### src/rtl/load_store_unit_if.sv
// Pipeline-side request/response bundle for the load/store unit.
// The pipeline drives the master side, and the LSU drives the slave side.
interface load_store_unit_if #(
  parameter int ADDR_W = 32
);
  logic              req_valid;
  logic              req_we;
  logic [2:0]        req_funct3;
  logic [ADDR_W-1:0] req_addr;
  logic [31:0]       req_wdata;
  logic              stall;
  logic              resp_valid;
  logic [31:0]       resp_rdata;
  logic              resp_err;

  modport master (
    output req_valid, req_we, req_funct3, req_addr, req_wdata,
    input  stall, resp_valid, resp_rdata, resp_err
  );

  modport slave (
    input  req_valid, req_we, req_funct3, req_addr, req_wdata,
    output stall, resp_valid, resp_rdata, resp_err
  );
endinterface

### src/rtl/load_store_unit.sv
// RV32I load/store unit in front of a word-addressed memory (async read, sync write).
// It selects load lanes and extends them, and it does sub-word stores as read-modify-write.
//
// state  | meaning
// IDLE   | accept a request; loads, sw and errors complete here
// RMW_WR | write back the merged word of a latched sb/sh
module load_store_unit #(
  parameter int ADDR_W = 32
) (
  input  logic              clk,
  input  logic              rst_n,
  load_store_unit_if.slave  bus,
  output logic [ADDR_W-1:0] mem_addr,
  output logic [31:0]       mem_wdata,
  output logic              mem_we,
  input  logic [31:0]       mem_rdata
);

  localparam logic [2:0] F3_B  = 3'b000;
  localparam logic [2:0] F3_H  = 3'b001;
  localparam logic [2:0] F3_W  = 3'b010;
  localparam logic [2:0] F3_BU = 3'b100;
  localparam logic [2:0] F3_HU = 3'b101;

  typedef enum logic {IDLE, RMW_WR} state_t;

  state_t state, state_nxt;

  logic [ADDR_W-3:0] rmw_waddr;
  logic [31:0]       rmw_word;
  logic [1:0]        rmw_off;
  logic              rmw_half;
  logic [15:0]       rmw_data;

  logic        misaligned, illegal, req_err, sub_store;
  logic [7:0]  ld_byte;
  logic [15:0] ld_half;
  logic [31:0] ld_data, merged;
  logic        stall_c, we_c, consume, latch;
  logic [31:0] rsp_data_nxt;
  logic        rsp_err_nxt;

  always_comb begin
    misaligned = 1'b0;
    illegal    = 1'b0;
    case (bus.req_funct3)
      F3_B, F3_BU: misaligned = 1'b0;
      F3_H, F3_HU: misaligned = bus.req_addr[0];
      F3_W:        misaligned = |bus.req_addr[1:0];
      default:     illegal    = 1'b1;
    endcase
    if (bus.req_we && (bus.req_funct3 == F3_BU || bus.req_funct3 == F3_HU))
      illegal = 1'b1;
  end

  assign req_err   = misaligned || illegal;
  assign sub_store = bus.req_we && (bus.req_funct3 == F3_B || bus.req_funct3 == F3_H);

  assign ld_byte = mem_rdata[{bus.req_addr[1:0], 3'b000} +: 8];
  assign ld_half = mem_rdata[{bus.req_addr[1], 4'b0000} +: 16];

  always_comb begin
    ld_data = '0;
    case (bus.req_funct3)
      F3_B:    ld_data = {{24{ld_byte[7]}}, ld_byte};
      F3_H:    ld_data = {{16{ld_half[15]}}, ld_half};
      F3_W:    ld_data = mem_rdata;
      F3_BU:   ld_data = {24'd0, ld_byte};
      F3_HU:   ld_data = {16'd0, ld_half};
      default: ld_data = '0;
    endcase
  end

  always_comb begin
    merged = rmw_word;
    if (rmw_half)
      merged[{rmw_off[1], 4'b0000} +: 16] = rmw_data;
    else
      merged[{rmw_off, 3'b000} +: 8] = rmw_data[7:0];
  end

  always_comb begin
    state_nxt    = state;
    stall_c      = 1'b0;
    we_c         = 1'b0;
    consume      = 1'b0;
    latch        = 1'b0;
    rsp_data_nxt = '0;
    rsp_err_nxt  = 1'b0;
    mem_addr     = {bus.req_addr[ADDR_W-1:2], 2'b00};
    mem_wdata    = bus.req_wdata;
    case (state)
      IDLE: begin
        if (bus.req_valid) begin
          if (req_err) begin
            consume     = 1'b1;
            rsp_err_nxt = 1'b1;
          end else if (!bus.req_we) begin
            consume      = 1'b1;
            rsp_data_nxt = ld_data;
          end else if (sub_store) begin
            stall_c   = 1'b1;
            latch     = 1'b1;
            state_nxt = RMW_WR;
          end else begin
            we_c    = 1'b1;
            consume = 1'b1;
          end
        end
      end
      RMW_WR: begin
        // The write-back uses only latched values. The live request is not used here.
        mem_addr  = {rmw_waddr, 2'b00};
        mem_wdata = merged;
        we_c      = 1'b1;
        consume   = 1'b1;
        state_nxt = IDLE;
      end
      default: state_nxt = IDLE;
    endcase
  end

  // Gating the write with rst_n means a reset in RMW_WR cannot commit a half-done store.
  assign mem_we    = we_c && rst_n;
  assign bus.stall = stall_c && rst_n;

  always_ff @(posedge clk) begin
    if (!rst_n) begin
      state          <= IDLE;
      bus.resp_valid <= 1'b0;
      bus.resp_rdata <= '0;
      bus.resp_err   <= 1'b0;
    end else begin
      state          <= state_nxt;
      bus.resp_valid <= consume;
      bus.resp_rdata <= rsp_data_nxt;
      bus.resp_err   <= rsp_err_nxt;
    end
  end

  always_ff @(posedge clk) begin
    if (latch) begin
      rmw_waddr <= bus.req_addr[ADDR_W-1:2];
      rmw_word  <= mem_rdata;
      rmw_off   <= bus.req_addr[1:0];
      rmw_half  <= (bus.req_funct3 == F3_H);
      rmw_data  <= bus.req_wdata[15:0];
    end
  end

endmodule

### src/flat_wrapper.sv
// flat-port wrapper written by rule: the top's interface ports become plain ports
module load_store_unit_flat 
#(
  parameter int ADDR_W = 32
)
  (clk, rst_n, mem_addr, mem_wdata, mem_we, mem_rdata, bus_req_valid, bus_req_we, bus_req_funct3, bus_req_addr, bus_req_wdata, bus_stall, bus_resp_valid, bus_resp_rdata, bus_resp_err);
  load_store_unit_if #(.ADDR_W(ADDR_W)) bus_i ();
  input  logic clk;
  input  logic rst_n;
  output logic [ADDR_W-1:0] mem_addr;
  output logic [31:0] mem_wdata;
  output logic mem_we;
  input  logic [31:0] mem_rdata;
  input wire logic [$bits(bus_i.req_valid)-1:0] bus_req_valid;
  input wire logic [$bits(bus_i.req_we)-1:0] bus_req_we;
  input wire logic [$bits(bus_i.req_funct3)-1:0] bus_req_funct3;
  input wire logic [$bits(bus_i.req_addr)-1:0] bus_req_addr;
  input wire logic [$bits(bus_i.req_wdata)-1:0] bus_req_wdata;
  output wire logic [$bits(bus_i.stall)-1:0] bus_stall;
  output wire logic [$bits(bus_i.resp_valid)-1:0] bus_resp_valid;
  output wire logic [$bits(bus_i.resp_rdata)-1:0] bus_resp_rdata;
  output wire logic [$bits(bus_i.resp_err)-1:0] bus_resp_err;
  assign bus_i.req_valid = bus_req_valid;
  assign bus_i.req_we = bus_req_we;
  assign bus_i.req_funct3 = bus_req_funct3;
  assign bus_i.req_addr = bus_req_addr;
  assign bus_i.req_wdata = bus_req_wdata;
  assign bus_stall = bus_i.stall;
  assign bus_resp_valid = bus_i.resp_valid;
  assign bus_resp_rdata = bus_i.resp_rdata;
  assign bus_resp_err = bus_i.resp_err;
  load_store_unit #(.ADDR_W(ADDR_W)) u_core (.clk(clk), .rst_n(rst_n), .bus(bus_i), .mem_addr(mem_addr), .mem_wdata(mem_wdata), .mem_we(mem_we), .mem_rdata(mem_rdata));
endmodule
### config.mk
export PLATFORM = sky130hd
export DESIGN_NAME = load_store_unit_flat
export DESIGN_NICKNAME = d
export VERILOG_FILES = /design/src/rtl/load_store_unit_if.sv /design/src/rtl/load_store_unit.sv /design/src/flat_wrapper.sv
export SDC_FILE = /design/constraint.sdc
export NUM_CORES = 1
export LEC_CHECK = 0
export CORE_MARGIN = 2
export CORE_UTILIZATION = 49
export DETAILED_ROUTE_END_ITERATION = 8
export PLACE_DENSITY = 0.86
export SETUP_SLACK_MARGIN = 0.2
export SLEW_MARGIN = 20
export SYNTH_ARGS = -nofsm -noshare
export SYNTH_HDL_FRONTEND = slang
export SYNTH_SLANG_ARGS = --single-unit
### constraint.sdc
create_clock -name clk -period 16.4 [get_ports clk]
set_input_delay 3.28 -clock clk [delete_from_list [all_inputs] [get_ports clk]]
set_output_delay 3.28 -clock clk [all_outputs]
set_load 0.01 [all_outputs]
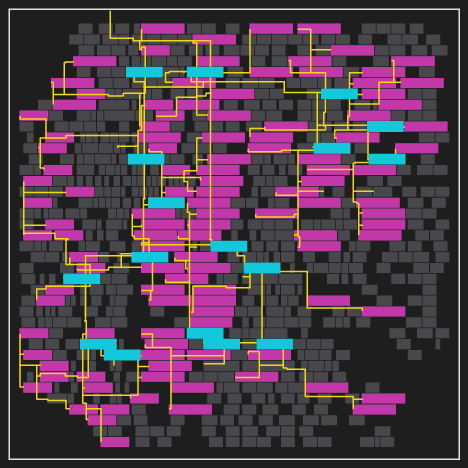
(clock wires, drivers and flops)
Drawn at 4 px/um.
Yellow is clock wires, length 1410 um. Cyan is clock drivers, count 17. Magenta is flip-flops, count 116.
Position of the flops: all over the die. There are 18 routed clock nets.
clock network power consumption: 0.354 mW
clock share of power: 46.4%
clock latency of the later-clocked register in the worst-skew pair: 0.40 ns
Final Skew: 0.00640 ns

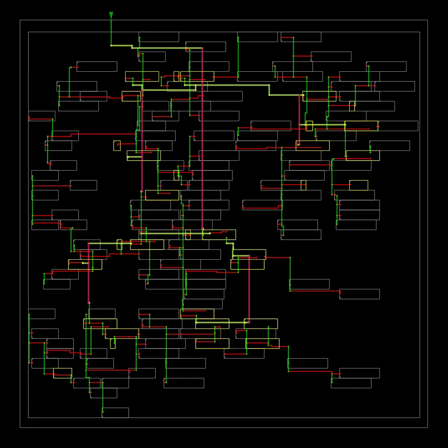
(clock routing)
number of clock-tree buffers in the layout: 30
TritonCTS buffer count: 17

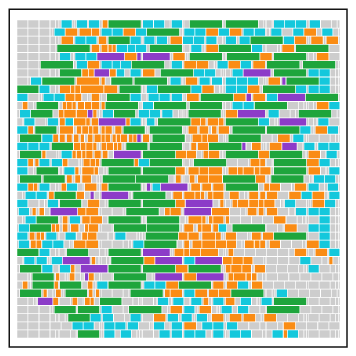
(cells coloured by class)
Drawn at 3 px/um. Fill, decap, tap and diode cells in grey.
Green is sequential cells, cells 116, share of their area 38%. Cyan is remaining buffers and delay cells, cells 207, share of their area 25%. Orange is combinational and other logic, cells 311, share of their area 29%. Purple is clock drivers and dummy loads, cells 32, share of their area 7.1%.

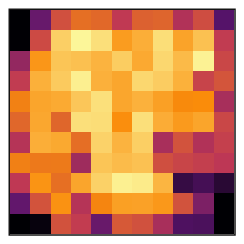
(placement density heat map)
Drawn at 2 px/um. The die is cut into 11 by 11 equal tiles; black is low, pale yellow is high, 0 to 100% covered.
The emptiest ninth of the die: south-east. The fullest tile reaches 98%. The mean over all tiles is 65%.
fraction of the core area occupied by cells at floorplan: 50.1%
final core utilization: 73.2%

==> impl_metrics.json <==
{
  "cell_family_with_the_largest_share_of_critical_path_delay": "buffers and inverters",
  "fin_crit_sh_pct": 52.8,
  "synth.logic.top_family": "multiplexers",
  "final_layout_top_logic_cell": "sky130_fd_sc_hd__clkdlybuf4s50_1",
  "worst_hold_path_type": "register to register",
  "postSynthCellCount": 464,
  "post_cts_resized": 0,
  "met2_usage_pct": 41.6,
  "most_common_logic_cells_in_the_final_layout": "200 x sky130_fd_sc_hd__clkdlybuf4s50_1, 81 x sky130_fd_sc_hd__edfxtp_1, 71 x sky130_fd_sc_hd__a21oi_1",
  "first_pass_grt_wire_length_um": 25300,
  "worst_setup_path_startpoint": "bus_req_addr[1]",
  "first_global_vias": 4626,
  "clock_cell_area_share_pct": 6.92,
  "worst-endpoint-required_ns": 13.12,
  "grt-ovfl-total": 0,
  "start_kind": "primary input",
  "min_delay_path_depth": 3,
  "hold_violations": 0,
  "post-place-cells": 777,
  "dp_hpwl_um": 11600,
  "ff2ff_path_depth": 4,
  "reg_top3": "u_core.bus.resp_rdata x32, u_core.rmw_word x32, u_core.rmw_waddr x30",
  "max_freq_ghz": 0.115,
  "outcome": "finished, final reports clean",
  "whs_ns": 1.00,
  "whs_endpoint": "u_core.bus.resp_valid",
  "cts-hold-fix-buffers": 0,
  "syn_avg_cell_area_um2": 12.3,
  "cts_root_buffer": "sky130_fd_sc_hd__clkbuf_16",
  "flop_cell": "sky130_fd_sc_hd__edfxtp_1",
  "mi_comb_count": 304,
  "crit_fanout": 24,
  "yosys.area_share.simple_pct": 6.64,
  "cpPeakStageDelay_ns": 0.83,
  "timing.final.max_slew_violations": 0,
  "worstPathCellList": "clkdlybuf4s50_1, nor4_4, o2111a_1, o21a_1, clkdlybuf4s50_1",
  "path_class": "primary input to primary output",
  "antenna-diode-count": 0,
  "route.vias.total": 4691,
  "cts_buffer_depth": 2,
  "crit_path_end_kind": "primary output",
  "totalPowerFinal_mw": 0.764,
  "power.sequential.fraction_pct": 41.9,
  "m3_gr_usage_pct": 7.40,
  "dieHeight_um": 112,
  "switching_power_mw": 0.161,
  "die_width_um": 112,
  "layout.non_clock_inverters": 7,
  "fin_cells": 809,
  "grt_setup_unrepaired": "no",
  "placementRows": 39,
  "internal_power_mw": 0.603,
  "synth.area.top_cells": "sky130_fd_sc_hd__edfxtp_1 42%, sky130_fd_sc_hd__mux2_2 14%, sky130_fd_sc_hd__dfxtp_1 12%",
  "cap_violations": 0,
  "gpl.final_weighted_congestion": 0.896,
  "grt_max_degree": 67,
  "route.met3.wl_um": 1430,
  "drt.antenna.violating_nets": 0,
  "min_period_ns": 8.66,
  "io-pin-count": 203,
  "final_cell_area_mm2": 0.00836,
  "maxSlewHeadroom_pct": 44.5,
  "power_top_consumer": "clock",
  "setup-tns-final_ns": 0,
  "proportion_of_netlist_area_held_by_the_largest_area_contributor_pct": 42.5,
  "seq_cells": 116,
  "synth_flops": 116,
  "drive_gt1_share_pct": 16.8,
  "layout.non_clock_buffers": 207,
  "placement.cell_area_mm2": 0.00777,
  "drt-met1-wl_um": 6630,
  "pwr-share-comb_pct": 11.7,
  "comb_cell_power_mw": 0.0895,
  "route.top_layer_used": "met4",
  "cts_sinks": 116,
  "drcViolationCount": 0,
  "sequentialPower_mw": 0.320,
  "die_footprint_mm2": 0.0126,
  "timing.critical_path.depth": 5,
  "xor_area_share_pct": 0,
  "port-buffer-count": 200,
  "regToRegStartpoint": "u_core.state",
  "final.fill_count": 760,
  "synthToLayoutAreaGrowth_pct": 46.0,
  "antenna_violations_before_repair": 0,
  "core_region_area_mm2": 0.0114,
  "logic_area_mm2": 0.00239,
  "openroad_warnings": 30,
  "wl_per_cell_um": 20.3,
  "synth-edff-count": 81,
  "ir_worst_vdd_uv": 75.9,
  "synth_seq_share_pct": 54.7,
  "power.static_leakage_nw": 2.95,
  "largestClassByArea": "registers",
  "synth-async-reset-ratio_pct": 0,
  "combinational_fraction_of_the_cell_area_pct": 28.5,
  "sequential_cell_area_mm2": 0.00313,
  "routed_met2_length_um": 7940,
  "r2r-end": "u_core.bus.resp_rdata[4]",
  "hp-start": "u_core.state",
  "firstDrtPassIters": 5,
  "ys_sh_aoi_pct": 14.1,
  "mux_area_share_pct": 19.3,
  "synth_top_cell_by_count": "sky130_fd_sc_hd__edfxtp_1",
  "tapcell.inserted": 143,
  "sh_seq_area_pct": 37.5,
  "yosys-top-cells-count": "81 x sky130_fd_sc_hd__edfxtp_1, 71 x sky130_fd_sc_hd__a21oi_1, 69 x sky130_fd_sc_hd__mux2_2",
  "grtUsageTotal_pct": 25.8,
  "sw_frac_of_total_pct": 21.1,
  "cp_data_arrival_time_ns": 5.38,
  "busiest_layer": "met2",
  "synth_adder_area_share_pct": 1.09,
  "grt.met1_usage_pct": 33.1,
  "area_share_nonclk_buffers_pct": 24.6,
  "layout_setup_ws_ns": 7.74,
  "place_worst_setup_slack_ns": 7.76,
  "tritoncts": "done",
  "power_density_mw_per_mm2": 91.5,
  "tightest_slew_ns": 0.821,
  "postCtsSetupRepairBufs": 0,
  "cts.htree.levels": 4,
  "post_synth_instance_area_mm2": 0.00573,
  "critical-path-top-cell-by-count": "sky130_fd_sc_hd__clkdlybuf4s50_1",
  "synth_cell_type_count": 36,
  "yosysTopAreaCell": "sky130_fd_sc_hd__edfxtp_1"
}
No activity file was given, so power comes from the tool's default toggle rates.
